**src/rtl/core_hcu_pkg.sv**
```systemverilog
// Shared definitions for the hazard control unit: stage indices, scoreboard
// entry layout and the memory-wait state encoding.
package core_hcu_pkg;

    localparam int IF  = 0;
    localparam int ID  = 1;
    localparam int EX  = 2;
    localparam int MEM = 3;

    localparam int FWD_SEL_REGFILE = 0;

    // Scoreboard address field is sized for the widest register file we build; REG_AW must not exceed it
    localparam int SB_AW_MAX = 8;

    typedef struct packed {
        logic                 valid;
        logic [SB_AW_MAX-1:0] awaddr;
        logic                 awvalid;
        logic                 isload;
    } sb_entry_t;

    typedef enum logic {
        ST_RUN  = 1'b0,
        ST_WAIT = 1'b1
    } frz_state_t;

endpackage

```
**src/rtl/core_hcu_if.sv**
```systemverilog
// Pipeline <-> hazard control unit signal bundle. The pipeline side is the
// master; the hazard unit is the slave.
interface core_hcu_if #(
    parameter int NSTAGES = 5,
    parameter int REG_AW  = 5,
    parameter int CNT_W   = 16
);
    localparam int SW = $clog2(NSTAGES);

    logic [REG_AW-1:0]  id_raddr1;
    logic [REG_AW-1:0]  id_raddr2;
    logic               id_rvalid1;
    logic               id_rvalid2;
    logic [REG_AW-1:0]  id_awaddr;
    logic               id_awvalid;
    logic               id_isload;
    logic               id_valid;
    logic               redirect;
    logic               imem_busy;
    logic               imem_done;
    logic               dmem_req;
    logic               dmem_done;

    logic [NSTAGES-2:0] stage_write;
    logic [NSTAGES-2:0] stage_flush;
    logic               pc_write;
    logic [SW-1:0]      fwd_sel1;
    logic [SW-1:0]      fwd_sel2;
    logic               retire;
    logic [CNT_W-1:0]   stall_cnt;
    logic [CNT_W-1:0]   freeze_cnt;
    logic [CNT_W-1:0]   flush_cnt;

    modport master (
        output id_raddr1, id_raddr2, id_rvalid1, id_rvalid2, id_awaddr, id_awvalid,
               id_isload, id_valid, redirect, imem_busy, imem_done, dmem_req, dmem_done,
        input  stage_write, stage_flush, pc_write, fwd_sel1, fwd_sel2, retire,
               stall_cnt, freeze_cnt, flush_cnt
    );

    modport slave (
        input  id_raddr1, id_raddr2, id_rvalid1, id_rvalid2, id_awaddr, id_awvalid,
               id_isload, id_valid, redirect, imem_busy, imem_done, dmem_req, dmem_done,
        output stage_write, stage_flush, pc_write, fwd_sel1, fwd_sel2, retire,
               stall_cnt, freeze_cnt, flush_cnt
    );

endinterface

```
**src/rtl/core_hcu_match.sv**
```systemverilog
// Youngest-writer search for one source operand over the in-flight
// scoreboard entries (EX .. last stage).
module core_hcu_match
    import core_hcu_pkg::*;
#(
    parameter int NSTAGES = 5,
    parameter int REG_AW  = 5,
    parameter int SW      = $clog2(NSTAGES)
) (
    input  sb_entry_t [NSTAGES-1:EX] sb_i,
    input  logic [REG_AW-1:0]        raddr_i,
    input  logic                     rvalid_i,
    output logic                     hit_o,
    output logic [SW-1:0]            stage_o,
    output logic                     load_o
);

    always_comb begin
        hit_o   = 1'b0;
        stage_o = '0;
        load_o  = 1'b0;
        // Walk oldest to youngest so the youngest writer is the one left standing
        for (int k = NSTAGES - 1; k >= EX; k--) begin
            if (rvalid_i && (raddr_i != '0) && sb_i[k].valid && sb_i[k].awvalid &&
                (sb_i[k].awaddr == SB_AW_MAX'(raddr_i))) begin
                hit_o   = 1'b1;
                stage_o = SW'(k);
                load_o  = sb_i[k].isload;
            end
        end
    end

endmodule

```
**src/rtl/core_hcu_pipe.sv**
```systemverilog
// Hazard control unit: scoreboard of in-flight writers, forwarding/stall
// resolution, memory-wait freeze and saturating event counters.
//
// state | meaning
// RUN   | pipeline was not frozen last cycle; done flags are clear
// WAIT  | pipeline was frozen last cycle; done flags hold completions seen so far
module core_hcu_pipe
    import core_hcu_pkg::*;
#(
    parameter int NSTAGES = 5,
    parameter int REG_AW  = 5,
    parameter int FWD_EN  = 1,
    parameter int CNT_W   = 16
) (
    input  logic      clk_i,
    input  logic      rst_i,
    core_hcu_if.slave hcu_io
);

    localparam int            SW       = $clog2(NSTAGES);
    localparam logic [SW-1:0] LAST_FWD = SW'(NSTAGES - 2);
    localparam logic [SW-1:0] EX_SEL   = SW'(EX);

    sb_entry_t [NSTAGES-1:EX] sb_q, sb_d;
    frz_state_t               state_q, state_d;
    logic                     idone_q, idone_d;
    logic                     ddone_q, ddone_d;
    logic [CNT_W-1:0]         stall_cnt_q, stall_cnt_d;
    logic [CNT_W-1:0]         freeze_cnt_q, freeze_cnt_d;
    logic [CNT_W-1:0]         flush_cnt_q, flush_cnt_d;

    logic                     hit1, hit2, load1, load2;
    logic [SW-1:0]            stage1, stage2;
    logic [SW-1:0]            fwd1, fwd2;
    logic                     stall;
    logic                     pend_imem, pend_dmem, freeze;
    logic                     redirect_act;
    logic [NSTAGES-2:0]       wr, fl;
    logic                     pc_wr;

    core_hcu_match #(.NSTAGES(NSTAGES), .REG_AW(REG_AW), .SW(SW)) u_match1 (
        .sb_i     (sb_q),
        .raddr_i  (hcu_io.id_raddr1),
        .rvalid_i (hcu_io.id_rvalid1),
        .hit_o    (hit1),
        .stage_o  (stage1),
        .load_o   (load1)
    );

    core_hcu_match #(.NSTAGES(NSTAGES), .REG_AW(REG_AW), .SW(SW)) u_match2 (
        .sb_i     (sb_q),
        .raddr_i  (hcu_io.id_raddr2),
        .rvalid_i (hcu_io.id_rvalid2),
        .hit_o    (hit2),
        .stage_o  (stage2),
        .load_o   (load2)
    );

    always_comb begin
        stall = 1'b0;
        fwd1  = SW'(FWD_SEL_REGFILE);
        fwd2  = SW'(FWD_SEL_REGFILE);
        if (FWD_EN != 0) begin
            stall = (hit1 && load1 && (stage1 == EX_SEL)) ||
                    (hit2 && load2 && (stage2 == EX_SEL));
            // The oldest stage is written through the regfile, so it keeps select 0
            if (hit1 && !(load1 && (stage1 == EX_SEL)) && (stage1 <= LAST_FWD)) begin
                fwd1 = stage1 + SW'(1);
            end
            if (hit2 && !(load2 && (stage2 == EX_SEL)) && (stage2 <= LAST_FWD)) begin
                fwd2 = stage2 + SW'(1);
            end
        end else begin
            stall = (hit1 && (stage1 <= LAST_FWD)) || (hit2 && (stage2 <= LAST_FWD));
        end
    end

    assign pend_imem    = hcu_io.imem_busy & ~hcu_io.imem_done & ~idone_q;
    assign pend_dmem    = hcu_io.dmem_req  & ~hcu_io.dmem_done & ~ddone_q;
    assign freeze       = pend_imem | pend_dmem;
    assign redirect_act = hcu_io.redirect & sb_q[EX].valid & ~freeze;

    always_comb begin
        state_d = state_q;
        idone_d = idone_q;
        ddone_d = ddone_q;
        case (state_q)
            ST_RUN: begin
                idone_d = freeze & hcu_io.imem_done;
                ddone_d = freeze & hcu_io.dmem_done;
                if (freeze) begin
                    state_d = ST_WAIT;
                end
            end
            ST_WAIT: begin
                idone_d = freeze & (idone_q | hcu_io.imem_done);
                ddone_d = freeze & (ddone_q | hcu_io.dmem_done);
                if (!freeze) begin
                    state_d = ST_RUN;
                end
            end
            default: state_d = ST_RUN;
        endcase
    end

    always_comb begin
        wr    = '1;
        fl    = '0;
        pc_wr = 1'b1;
        if (rst_i) begin
            wr    = '0;
            fl    = '1;
            pc_wr = 1'b0;
        end else if (freeze) begin
            wr    = '0;
            pc_wr = 1'b0;
        end else if (redirect_act) begin
            fl[IF] = 1'b1;
            fl[ID] = 1'b1;
        end else if (stall) begin
            wr[IF] = 1'b0;
            fl[ID] = 1'b1;
            pc_wr  = 1'b0;
        end
    end

    always_comb begin
        sb_d = sb_q;
        if (fl[ID]) begin
            sb_d[EX] = '0;
        end else if (wr[ID]) begin
            sb_d[EX].valid   = hcu_io.id_valid;
            sb_d[EX].awaddr  = SB_AW_MAX'(hcu_io.id_awaddr);
            sb_d[EX].awvalid = hcu_io.id_awvalid;
            sb_d[EX].isload  = hcu_io.id_isload;
        end
        for (int i = EX; i <= NSTAGES - 2; i++) begin
            if (fl[i]) begin
                sb_d[i+1] = '0;
            end else if (wr[i]) begin
                sb_d[i+1] = sb_q[i];
            end
        end
    end

    always_comb begin
        stall_cnt_d  = stall_cnt_q;
        freeze_cnt_d = freeze_cnt_q;
        flush_cnt_d  = flush_cnt_q;
        if (!freeze && !redirect_act && stall && (stall_cnt_q != '1)) begin
            stall_cnt_d = stall_cnt_q + CNT_W'(1);
        end
        if (freeze && (freeze_cnt_q != '1)) begin
            freeze_cnt_d = freeze_cnt_q + CNT_W'(1);
        end
        if (redirect_act && (flush_cnt_q != '1)) begin
            flush_cnt_d = flush_cnt_q + CNT_W'(1);
        end
    end

    always_ff @(posedge clk_i or posedge rst_i) begin
        if (rst_i) begin
            state_q <= ST_RUN;
            idone_q <= 1'b0;
            ddone_q <= 1'b0;
        end else begin
            state_q <= state_d;
            idone_q <= idone_d;
            ddone_q <= ddone_d;
        end
    end

    always_ff @(posedge clk_i or posedge rst_i) begin
        if (rst_i) begin
            sb_q         <= '0;
            stall_cnt_q  <= '0;
            freeze_cnt_q <= '0;
            flush_cnt_q  <= '0;
        end else begin
            sb_q         <= sb_d;
            stall_cnt_q  <= stall_cnt_d;
            freeze_cnt_q <= freeze_cnt_d;
            flush_cnt_q  <= flush_cnt_d;
        end
    end

    assign hcu_io.stage_write = wr;
    assign hcu_io.stage_flush = fl;
    assign hcu_io.pc_write    = pc_wr;
    assign hcu_io.fwd_sel1    = rst_i ? SW'(FWD_SEL_REGFILE) : fwd1;
    assign hcu_io.fwd_sel2    = rst_i ? SW'(FWD_SEL_REGFILE) : fwd2;
    assign hcu_io.retire      = sb_q[NSTAGES-1].valid;
    assign hcu_io.stall_cnt   = stall_cnt_q;
    assign hcu_io.freeze_cnt  = freeze_cnt_q;
    assign hcu_io.flush_cnt   = flush_cnt_q;

endmodule
```
**src/flat_wrapper.sv**
```systemverilog
// flat-port wrapper written by rule: the top's interface ports become plain ports
module core_hcu_pipe_flat import core_hcu_pkg::*;
#(
    parameter int NSTAGES = 5,
    parameter int REG_AW  = 5,
    parameter int FWD_EN  = 1,
    parameter int CNT_W   = 16
)
  (clk_i, rst_i, hcu_io_id_raddr1, hcu_io_id_raddr2, hcu_io_id_rvalid1, hcu_io_id_rvalid2, hcu_io_id_awaddr, hcu_io_id_awvalid, hcu_io_id_isload, hcu_io_id_valid, hcu_io_redirect, hcu_io_imem_busy, hcu_io_imem_done, hcu_io_dmem_req, hcu_io_dmem_done, hcu_io_stage_write, hcu_io_stage_flush, hcu_io_pc_write, hcu_io_fwd_sel1, hcu_io_fwd_sel2, hcu_io_retire, hcu_io_stall_cnt, hcu_io_freeze_cnt, hcu_io_flush_cnt);
  core_hcu_if #(.NSTAGES(NSTAGES), .REG_AW(REG_AW), .CNT_W(CNT_W)) hcu_io_i ();
  input  logic clk_i;
  input  logic rst_i;
  input wire logic [$bits(hcu_io_i.id_raddr1)-1:0] hcu_io_id_raddr1;
  input wire logic [$bits(hcu_io_i.id_raddr2)-1:0] hcu_io_id_raddr2;
  input wire logic [$bits(hcu_io_i.id_rvalid1)-1:0] hcu_io_id_rvalid1;
  input wire logic [$bits(hcu_io_i.id_rvalid2)-1:0] hcu_io_id_rvalid2;
  input wire logic [$bits(hcu_io_i.id_awaddr)-1:0] hcu_io_id_awaddr;
  input wire logic [$bits(hcu_io_i.id_awvalid)-1:0] hcu_io_id_awvalid;
  input wire logic [$bits(hcu_io_i.id_isload)-1:0] hcu_io_id_isload;
  input wire logic [$bits(hcu_io_i.id_valid)-1:0] hcu_io_id_valid;
  input wire logic [$bits(hcu_io_i.redirect)-1:0] hcu_io_redirect;
  input wire logic [$bits(hcu_io_i.imem_busy)-1:0] hcu_io_imem_busy;
  input wire logic [$bits(hcu_io_i.imem_done)-1:0] hcu_io_imem_done;
  input wire logic [$bits(hcu_io_i.dmem_req)-1:0] hcu_io_dmem_req;
  input wire logic [$bits(hcu_io_i.dmem_done)-1:0] hcu_io_dmem_done;
  output wire logic [$bits(hcu_io_i.stage_write)-1:0] hcu_io_stage_write;
  output wire logic [$bits(hcu_io_i.stage_flush)-1:0] hcu_io_stage_flush;
  output wire logic [$bits(hcu_io_i.pc_write)-1:0] hcu_io_pc_write;
  output wire logic [$bits(hcu_io_i.fwd_sel1)-1:0] hcu_io_fwd_sel1;
  output wire logic [$bits(hcu_io_i.fwd_sel2)-1:0] hcu_io_fwd_sel2;
  output wire logic [$bits(hcu_io_i.retire)-1:0] hcu_io_retire;
  output wire logic [$bits(hcu_io_i.stall_cnt)-1:0] hcu_io_stall_cnt;
  output wire logic [$bits(hcu_io_i.freeze_cnt)-1:0] hcu_io_freeze_cnt;
  output wire logic [$bits(hcu_io_i.flush_cnt)-1:0] hcu_io_flush_cnt;
  assign hcu_io_i.id_raddr1 = hcu_io_id_raddr1;
  assign hcu_io_i.id_raddr2 = hcu_io_id_raddr2;
  assign hcu_io_i.id_rvalid1 = hcu_io_id_rvalid1;
  assign hcu_io_i.id_rvalid2 = hcu_io_id_rvalid2;
  assign hcu_io_i.id_awaddr = hcu_io_id_awaddr;
  assign hcu_io_i.id_awvalid = hcu_io_id_awvalid;
  assign hcu_io_i.id_isload = hcu_io_id_isload;
  assign hcu_io_i.id_valid = hcu_io_id_valid;
  assign hcu_io_i.redirect = hcu_io_redirect;
  assign hcu_io_i.imem_busy = hcu_io_imem_busy;
  assign hcu_io_i.imem_done = hcu_io_imem_done;
  assign hcu_io_i.dmem_req = hcu_io_dmem_req;
  assign hcu_io_i.dmem_done = hcu_io_dmem_done;
  assign hcu_io_stage_write = hcu_io_i.stage_write;
  assign hcu_io_stage_flush = hcu_io_i.stage_flush;
  assign hcu_io_pc_write = hcu_io_i.pc_write;
  assign hcu_io_fwd_sel1 = hcu_io_i.fwd_sel1;
  assign hcu_io_fwd_sel2 = hcu_io_i.fwd_sel2;
  assign hcu_io_retire = hcu_io_i.retire;
  assign hcu_io_stall_cnt = hcu_io_i.stall_cnt;
  assign hcu_io_freeze_cnt = hcu_io_i.freeze_cnt;
  assign hcu_io_flush_cnt = hcu_io_i.flush_cnt;
  core_hcu_pipe #(.NSTAGES(NSTAGES), .REG_AW(REG_AW), .FWD_EN(FWD_EN), .CNT_W(CNT_W)) u_core (.clk_i(clk_i), .rst_i(rst_i), .hcu_io(hcu_io_i));
endmodule
```
**config.mk**
```make
export PLATFORM = sky130hd
export DESIGN_NAME = core_hcu_pipe_flat
export DESIGN_NICKNAME = d
export VERILOG_FILES = /design/src/rtl/core_hcu_pkg.sv /design/src/rtl/core_hcu_if.sv /design/src/rtl/core_hcu_match.sv /design/src/rtl/core_hcu_pipe.sv /design/src/flat_wrapper.sv
export SDC_FILE = /design/constraint.sdc
export NUM_CORES = 1
export LEC_CHECK = 0
export ABC_CLOCK_PERIOD_IN_PS = 2460
export CELL_PAD_IN_SITES_DETAIL_PLACEMENT = 0
export CELL_PAD_IN_SITES_GLOBAL_PLACEMENT = 1
export CORE_ASPECT_RATIO = 1.1
export CORE_UTILIZATION = 30
export CTS_BUF_LIST = sky130_fd_sc_hd__clkbuf_2
export DETAILED_ROUTE_END_ITERATION = 16
export GPL_ROUTABILITY_DRIVEN = 0
export PLACE_DENSITY_LB_ADDON = 0.08
export SYNTH_ARGS = -nofsm -noshare
export SYNTH_HDL_FRONTEND = slang
export SYNTH_SLANG_ARGS = --single-unit
```
**constraint.sdc**
```tcl
create_clock -name clk_i -period 2.46 [get_ports clk_i]
set_input_delay 0.246 -clock clk_i [delete_from_list [all_inputs] [get_ports clk_i]]
set_output_delay 0.246 -clock clk_i [all_outputs]
set_load 0.02 [all_outputs]
```
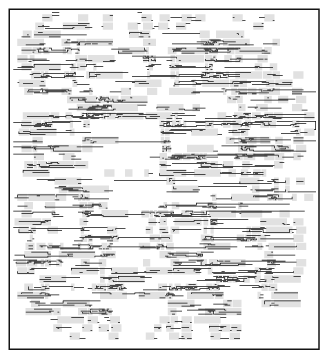
**Above:** M1 wires.
Drawn at 3 px/um.
wire length on this layer: 3900 um
main direction: horizontal
Routed WL: 8806 um
vias after detailed routing: 2806

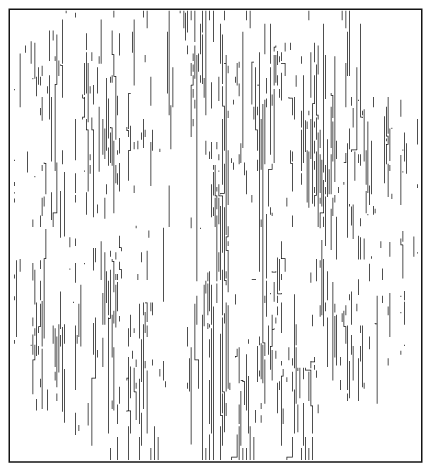
**Above:** signal wires on met2.
Drawn at 4 px/um.
main direction: vertical
share of all routed wire: 49%
longest straight run: 59.7 um
nets with wire on the layer: 410
wire length on this layer: 4290 um
GRT met2 Usage: 26.40%

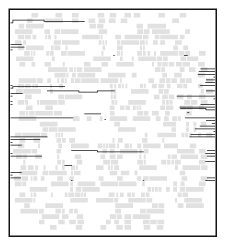
**Above:** met3 routing.
Drawn at 2 px/um.
longest straight run: 31.1 um
share of all routed wire: 5.2%
M3 GR Usage: 4.262%

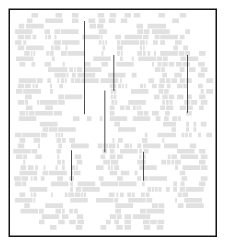
**Above:** metal 4.
Drawn at 2 px/um.
nets with wire on the layer: 3
share of all routed wire: 1.7%
longest straight run: 46.2 um

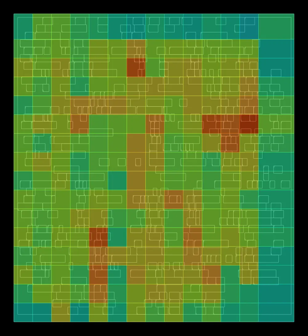
**Above:** track usage over the die.
GRT Total Usage: 16.25%
GRT busiest layer: met2
Final Util: 43.78%

[final cells by class]
cell class	instances	area (um^2)
clock buffers	12	60.06
clock inverters	4	17.52
fillers	1144	6133
inverters	7	30.03
multi-input cells	232	1618
flip-flops and latches	67	1679
well taps	147	183.9
repair buffers	132	1189
[cell families after synthesis]
group,count (synthesis),share of synthesized area [%]
simple gates,133,20.33
flops,67,50.07
xor+xnor,65,17.00
compound gates,29,7.699
buf+inv,22,3.102
fa+ha+maj,3,1.121
mux,2,0.6726
[sequential cells by signal, indices dropped and copies added, names as in the netlist]
register / cells
u_core.hcu_io.freeze_cnt: 16
u_core.ddone_q: 1
u_core.state_q: 1
u_core.hcu_io.stall_cnt: 16
u_core.sb_q: 15
u_core.hcu_io.flush_cnt: 16
u_core.hcu_io.retire: 1
u_core.idone_q: 1
[power groups by stage]
stage	registers (mW)	clock network, mW	logic [mW]
final	1.34	0.523	0.718
after global routing	1.36	0.597	0.786
after CTS	1.34	0.559	0.723
after detailed placement	1.36	0	0.715
after global placement	1.36	0	0.711
after floorplan	1.43	0	0.286
[cell usage after synthesis (3+ instances only)]
cell type | n | area [um^2]
nor4_1 | 7 | 43.79
nand4_1 | 20 | 125.1
a22o_1 | 8 | 70.07
and4_1 | 4 | 35.03
clkbuf_1 | 7 | 26.28
nand3_1 | 18 | 90.09
ha_1 | 3 | 37.54
nor2_1 | 19 | 71.32
inv_1 | 7 | 26.28
buf_4 | 5 | 37.54
dfrtp_1 | 67 | 1677
nand2_1 | 39 | 146.4
nor3_1 | 9 | 45.04
xnor2_1 | 45 | 394.1
and3_1 | 6 | 37.54
xor2_1 | 20 | 175.2
a21oi_1 | 10 | 50.05
or4_1 | 3 | 22.52
==> flow_metrics.tcl <==
# implementation run metrics
set metrics [dict create \
    outcome "complete, but fails checks" \
    violations "negative setup slack" \
    setup_ws_ns -0.01260 \
    drc 0 \
    wl_met1_um 3901 \
    grt_overflow 0 \
    synth.ff_latch_count 67 \
    grt_max_degree 68 \
    clk_pin_slew_ns 0.19 \
    grt_pass1_wl_um 14200 \
    cpPeakStageDelay_ns 0.47 \
    crit_required_ns 2.21 \
    wl_met2_um 4290 \
    post_cts_buffers 4 \
    total_power_mw 2.581 \
    wl_met3_um 461 \
    ys_cells 321 \
    internal-power_mw 1.695 \
    crit_slowest_cell "dfrtp_1" \
    reg2reg_depth 6 \
    setup_violations 3 \
    grtUsageMet1_pct 20.24 \
]
